File: src/rtl/mandel_result_tx_if.sv
// Result-uplink port bundle: pixel result strobes in, UART line and status out.
interface mandel_result_tx_if;
  logic       res_we;
  logic [8:0] px;
  logic [8:0] py;
  logic [7:0] iter;
  logic       fin;
  logic       TXD;
  logic       busy;
  logic       overflow;

  modport master (
    output res_we, px, py, iter, fin,
    input  TXD, busy, overflow
  );

  modport slave (
    input  res_we, px, py, iter, fin,
    output TXD, busy, overflow
  );
endinterface

File: src/rtl/mandel_result_tx.sv
// Mandelbrot result uplink: queues {px, py, iter} results and streams them as
// 6-byte framed 8N1 UART packets, followed by a 0x5A end-of-frame marker.
//
// state | meaning
// IDLE  | line idle high; pops the next result or launches a pending marker
// SEND  | serializing packet bytes 0..5 back-to-back
// MARK  | serializing the single 0x5A end marker
module mandel_result_tx #(
  parameter int CLK_HZ     = 24000000,
  parameter int BAUD       = 115200,
  parameter int FIFO_DEPTH = 16
) (
  input logic                clk,
  input logic                rst,
  mandel_result_tx_if.slave  bus
);

  localparam int DIV = CLK_HZ / BAUD;
  localparam int BW  = $clog2(DIV + 1);
  localparam int AW  = $clog2(FIFO_DEPTH);
  localparam int CW  = AW + 1;

  typedef enum logic [1:0] {ST_IDLE, ST_SEND, ST_MARK} state_t;

  state_t         state_q, state_d;
  logic [25:0]    mem_q [FIFO_DEPTH];
  logic [AW-1:0]  wr_ptr_q, wr_ptr_d;
  logic [AW-1:0]  rd_ptr_q, rd_ptr_d;
  logic [CW-1:0]  count_q, count_d;
  logic           marker_q, marker_d;
  logic           overflow_q, overflow_d;
  logic           busy_q, busy_d;
  logic           txd_q, txd_d;
  logic [BW-1:0]  baud_q, baud_d;
  logic [3:0]     bit_idx_q, bit_idx_d;
  logic [2:0]     byte_idx_q, byte_idx_d;
  logic [25:0]    ent_q, ent_d;
  logic [7:0]     chk_q, chk_d;
  logic [7:0]     cur_q, cur_d;
  logic           push, pop;
  logic [25:0]    head;

  function automatic logic [7:0] pkt_byte(input logic [2:0] idx,
                                          input logic [25:0] e,
                                          input logic [7:0] c);
    case (idx)
      3'd0:    pkt_byte = 8'hA5;
      3'd1:    pkt_byte = {6'b0, e[25], e[16]};
      3'd2:    pkt_byte = e[24:17];
      3'd3:    pkt_byte = e[15:8];
      3'd4:    pkt_byte = e[7:0];
      default: pkt_byte = c;
    endcase
  endfunction

  always_comb begin
    state_d    = state_q;
    wr_ptr_d   = wr_ptr_q;
    rd_ptr_d   = rd_ptr_q;
    marker_d   = marker_q;
    overflow_d = overflow_q;
    txd_d      = txd_q;
    baud_d     = baud_q;
    bit_idx_d  = bit_idx_q;
    byte_idx_d = byte_idx_q;
    ent_d      = ent_q;
    chk_d      = chk_q;
    cur_d      = cur_q;
    pop        = 1'b0;
    head       = mem_q[rd_ptr_q];

    // Fullness is judged on the registered count, so a same-cycle pop never frees room.
    push = bus.res_we && (count_q < CW'(FIFO_DEPTH));
    if (bus.res_we && !push) overflow_d = 1'b1;

    case (state_q)
      ST_IDLE: begin
        if (count_q != '0) begin
          pop        = 1'b1;
          ent_d      = head;
          chk_d      = {6'b0, head[25], head[16]} ^ head[24:17] ^ head[15:8] ^ head[7:0];
          cur_d      = 8'hA5;
          byte_idx_d = 3'd0;
          bit_idx_d  = 4'd0;
          baud_d     = BW'(DIV - 1);
          txd_d      = 1'b0;
          state_d    = ST_SEND;
        end else if (marker_q) begin
          marker_d  = 1'b0;
          cur_d     = 8'h5A;
          bit_idx_d = 4'd0;
          baud_d    = BW'(DIV - 1);
          txd_d     = 1'b0;
          state_d   = ST_MARK;
        end
      end
      ST_SEND, ST_MARK: begin
        if (baud_q != '0) begin
          baud_d = baud_q - BW'(1);
        end else begin
          baud_d = BW'(DIV - 1);
          if (bit_idx_q == 4'd9) begin
            bit_idx_d = 4'd0;
            if (state_q == ST_SEND && byte_idx_q != 3'd5) begin
              byte_idx_d = byte_idx_q + 3'd1;
              cur_d      = pkt_byte(byte_idx_q + 3'd1, ent_q, chk_q);
              txd_d      = 1'b0;
            end else begin
              baud_d  = '0;
              txd_d   = 1'b1;
              state_d = ST_IDLE;
            end
          end else begin
            bit_idx_d = bit_idx_q + 4'd1;
            txd_d     = (bit_idx_q < 4'd8) ? cur_q[bit_idx_q[2:0]] : 1'b1;
          end
        end
      end
      default: state_d = ST_IDLE;
    endcase

    // A fin arriving while a marker is pending simply merges into it.
    if (bus.fin) marker_d = 1'b1;

    if (push) wr_ptr_d = wr_ptr_q + AW'(1);
    if (pop)  rd_ptr_d = rd_ptr_q + AW'(1);
    count_d = count_q + CW'(push) - CW'(pop);
    busy_d  = (count_d != '0) || (state_d != ST_IDLE) || marker_d;
  end

  always_ff @(posedge clk) begin
    if (rst) begin
      state_q    <= ST_IDLE;
      wr_ptr_q   <= '0;
      rd_ptr_q   <= '0;
      count_q    <= '0;
      marker_q   <= 1'b0;
      overflow_q <= 1'b0;
      busy_q     <= 1'b0;
      txd_q      <= 1'b1;
      baud_q     <= '0;
      bit_idx_q  <= '0;
      byte_idx_q <= '0;
      ent_q      <= '0;
      chk_q      <= '0;
      cur_q      <= '0;
    end else begin
      state_q    <= state_d;
      wr_ptr_q   <= wr_ptr_d;
      rd_ptr_q   <= rd_ptr_d;
      count_q    <= count_d;
      marker_q   <= marker_d;
      overflow_q <= overflow_d;
      busy_q     <= busy_d;
      txd_q      <= txd_d;
      baud_q     <= baud_d;
      bit_idx_q  <= bit_idx_d;
      byte_idx_q <= byte_idx_d;
      ent_q      <= ent_d;
      chk_q      <= chk_d;
      cur_q      <= cur_d;
      if (push) mem_q[wr_ptr_q] <= {bus.px, bus.py, bus.iter};
    end
  end

  assign bus.TXD      = txd_q;
  assign bus.busy     = busy_q;
  assign bus.overflow = overflow_q;

endmodule

File: src/flat_wrapper.sv
// flat-port wrapper written by rule: the top's interface ports become plain ports
module mandel_result_tx_flat 
#(
  parameter int CLK_HZ     = 24000000,
  parameter int BAUD       = 115200,
  parameter int FIFO_DEPTH = 16
)
  (clk, rst, bus_res_we, bus_px, bus_py, bus_iter, bus_fin, bus_TXD, bus_busy, bus_overflow);
  mandel_result_tx_if bus_i ();
  input logic clk;
  input logic rst;
  input wire logic [$bits(bus_i.res_we)-1:0] bus_res_we;
  input wire logic [$bits(bus_i.px)-1:0] bus_px;
  input wire logic [$bits(bus_i.py)-1:0] bus_py;
  input wire logic [$bits(bus_i.iter)-1:0] bus_iter;
  input wire logic [$bits(bus_i.fin)-1:0] bus_fin;
  output wire logic [$bits(bus_i.TXD)-1:0] bus_TXD;
  output wire logic [$bits(bus_i.busy)-1:0] bus_busy;
  output wire logic [$bits(bus_i.overflow)-1:0] bus_overflow;
  assign bus_i.res_we = bus_res_we;
  assign bus_i.px = bus_px;
  assign bus_i.py = bus_py;
  assign bus_i.iter = bus_iter;
  assign bus_i.fin = bus_fin;
  assign bus_TXD = bus_i.TXD;
  assign bus_busy = bus_i.busy;
  assign bus_overflow = bus_i.overflow;
  mandel_result_tx #(.CLK_HZ(CLK_HZ), .BAUD(BAUD), .FIFO_DEPTH(FIFO_DEPTH)) u_core (.clk(clk), .rst(rst), .bus(bus_i));
endmodule
File: config.mk
export PLATFORM = sky130hd
export DESIGN_NAME = mandel_result_tx_flat
export DESIGN_NICKNAME = d
export VERILOG_FILES = /design/src/rtl/mandel_result_tx_if.sv /design/src/rtl/mandel_result_tx.sv /design/src/flat_wrapper.sv
export SDC_FILE = /design/constraint.sdc
export NUM_CORES = 1
export LEC_CHECK = 0
export CORE_ASPECT_RATIO = 1.75
export CORE_UTILIZATION = 60
export CTS_CLUSTER_SIZE = 30
export DETAILED_ROUTE_END_ITERATION = 10
export GPL_ROUTABILITY_DRIVEN = 0
export PLACE_DENSITY = 0.78
export RECOVER_POWER = 25
export SLEW_MARGIN = 15
export SYNTH_ARGS = -nofsm -noshare
export SYNTH_HDL_FRONTEND = slang
export SYNTH_SLANG_ARGS = --single-unit
File: constraint.sdc
create_clock -name clk -period 6.65 [get_ports clk]
set_input_delay 0.9975 -clock clk [delete_from_list [all_inputs] [get_ports clk]]
set_output_delay 0.9975 -clock clk [all_outputs]
set_load 0.01 [all_outputs]
### Wire density map

Bar = 50 µm. 14 x 24 tiles, from dark purple (low) to yellow (high), scaled to the fullest tile. Values are wire area over tile area, all layers added.
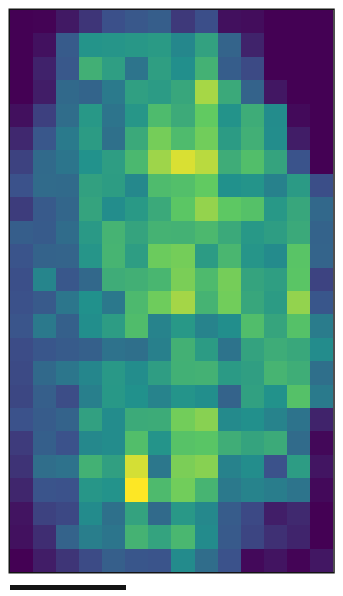
emptiest ninth of the die: top right
tiles over half the peak: 43%
fullest tile: 0.48
total wire length: 42300 µm
Wirelength per Cell: 26.6 µm
vias: 10300
total track usage: 26.1%

### Clock wires, drivers and flops

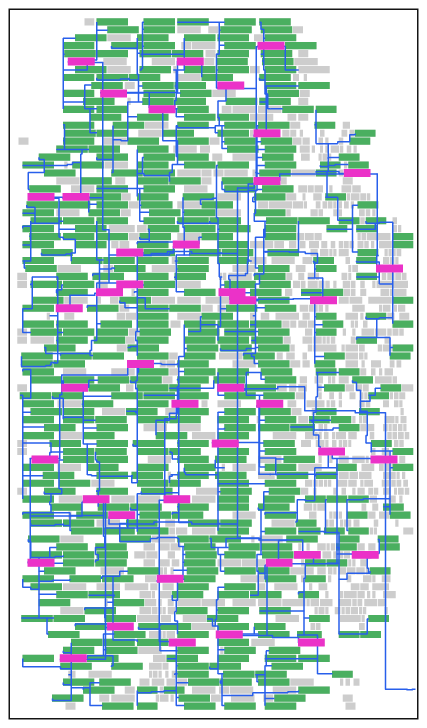
[clock wires] blue | length: 4990 µm
[flip-flops] green | count: 496
[clock drivers] magenta | count: 42
routed clock nets: 43
clock share of power: 27.4%
Clk Latency, worst-skew pair: 0.56 ns
clk_skew: 0.0190 ns
clock-net power: 2330 µW

### M4 wires

Bar = 50 µm. Supply wires on this layer in grey.
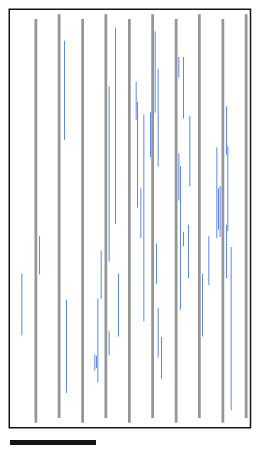
main direction: vertical
share of all routed wire: 3.7%
longest straight run: 120 µm
wire length on this layer: 1570 µm

metal layers:
layer,share of wire (%),wire length (µm),up-vias
met5,0,0,-
met4,3.7,1570,0
met3,5.6,2370,102
met2,54,22600,403
met1,37,15700,5261
li1,-,-,4518
final timing paths:
path                     start              end  depth (start not counted)
max          u_core.count_q[2]  u_core.bus.busy                         16
min            u_core.chk_q[3]  u_core.chk_q[3]                          2
max reg2reg  u_core.count_q[2]  u_core.bus.busy                         16
min reg2reg    u_core.chk_q[3]  u_core.chk_q[3]                          2
metrics by stage:
step / utilization (%) / hold slack [ns] / setup slack (ns)
finish: 67.4 / 0.458 / 3.23
global route: 67.4 / 0.477 / 2.98
CTS: 67.4 / 0.459 / 3.24
detailed placement: 63.4 / 0.450 / 2.75
global placement: 63.4 / 0.438 / 2.80
floorplan: - / 0.429 / 2.69
==> flow_metrics.py <==
# Synthesis and PnR figures
metrics = {
    "die": {
        "die_w_um": 139,
        "die_h_um": 242,
        "core_area_um2": 32300,
        "rows": 87,
        "taps": 400,
        "ios": 33,
    },
    "layout": {
        "comb_cells": 555,
        "layout.nets": 1215,
        "buffers_excl_clock": 48,
        "lay_top_cells": "edfxtp_1 (416), mux4_2 (105), nand2_1 (80)",
        "final_cells": 1589,
        "layout-drive-gt1-share_pct": 17.2,
        "n_all_inverters": 18,
        "diodes": 0,
        "sh_seq_area_pct": 64.7,
        "fillers": 2067,
        "syn2layout_area_growth_pct": 10.3,
        "regArea_um2": 14100,
        "lay_top_count": "edfxtp_1",
    },
    "synth": {
        "compound_area_share_pct": 5.18,
        "ys_warn_count": 0,
        "yosysChipArea_um2": 19800,
        "ys_cells": 1130,
        "ys_seq_share_pct": 71.3,
        "logic_family": "multiplexers",
        "syn_area_um2": 19800,
        "synthCells": 1130,
        "area_leaders": "edfxtp_1 (63%), mux4_2 (12%), dfxtp_1 (8.1%)",
        "synth_nets": 1184,
        "common_cells": "edfxtp_1 (416), mux4_2 (105), dfxtp_1 (80), nand2_1 (80), a21oi_1 (63)",
        "xor_area_share_pct": 1.02,
        "mux_area_share_pct": 14.0,
        "ys_types": 53,
        "async_flop_share_pct": 0,
        "synth_top_cell_by_area": "edfxtp_1",
        "edf_count": 416,
        "synth-seq-cells": 496,
    },
    "power_and_ir_drop": {
        "top_power_group": "registers",
        "max-vdd-ir-drop_mv": 0.309,
        "p_seq_share_pct": 44.9,
        "p_int_uw": 5940,
        "power_density_nw_per_um2": 390,
        "comb_power_share_pct": 27.7,
        "p_total_uw": 8500,
        "p_leak_uw": 0.00695,
        "p_sw_uw": 2570,
        "powerSeq_uw": 3820,
    },
    "drt": {
        "drc_errors": 3,
        "viasPerCell": 6.47,
        "drtIter0Drc": 813,
        "antenna_left": 0,
    },
    "timing": {
        "fmax_mhz": 293,
        "slew_violations": 0,
        "finalHoldViolations": 0,
        "setup-tns-final_ns": 0,
        "rsz0062_at_grt": "false",
        "post-route-period-util_pct": 51.4,
    },
    "clock_tree": {
        "root_buffer": "clkbuf_16",
        "cts_tree": "built",
        "numCtsBuffers": 42,
        "cts.sinks": 496,
    },
    "setup_path": {
        "critPathSlowestCell": "fa_1",
        "crit_chain": "inv_1 > ha_1 > nor4b_1 > buf_4 > nor2b_2 > buf_4 > nand2_1 > o21ai_0 > ha_1 > fa_1 > a21oi_1 > o21bai_1 > xnor2_1 > nand2_1 > nor4b_1 > o21bai_1",
        "critPathMaxFanout": 35,
        "critPathMaxStageDelay_ns": 0.44,
        "crit_required_ns": 7.03,
    },
    "global_route": {
        "grt_util_met3_pct": 3.62,
        "grtUsageMet2_pct": 46.3,
        "grt_pass1_vias": 10600,
        "grt_util_met1_pct": 32.1,
        "grt-busiest-layer": "met2",
    },
    "run_status": {
        "status": "finished, violations left",
        "violations": "design-rule violations",
    },
    "job": {
        "tool_warnings": 39,
        "maxCapViolations": 0,
    },
    "place": {
        "dp_hpwl_um": 26600,
    },
}
Power figures rest on the tool's default switching activity, not on a simulated workload.
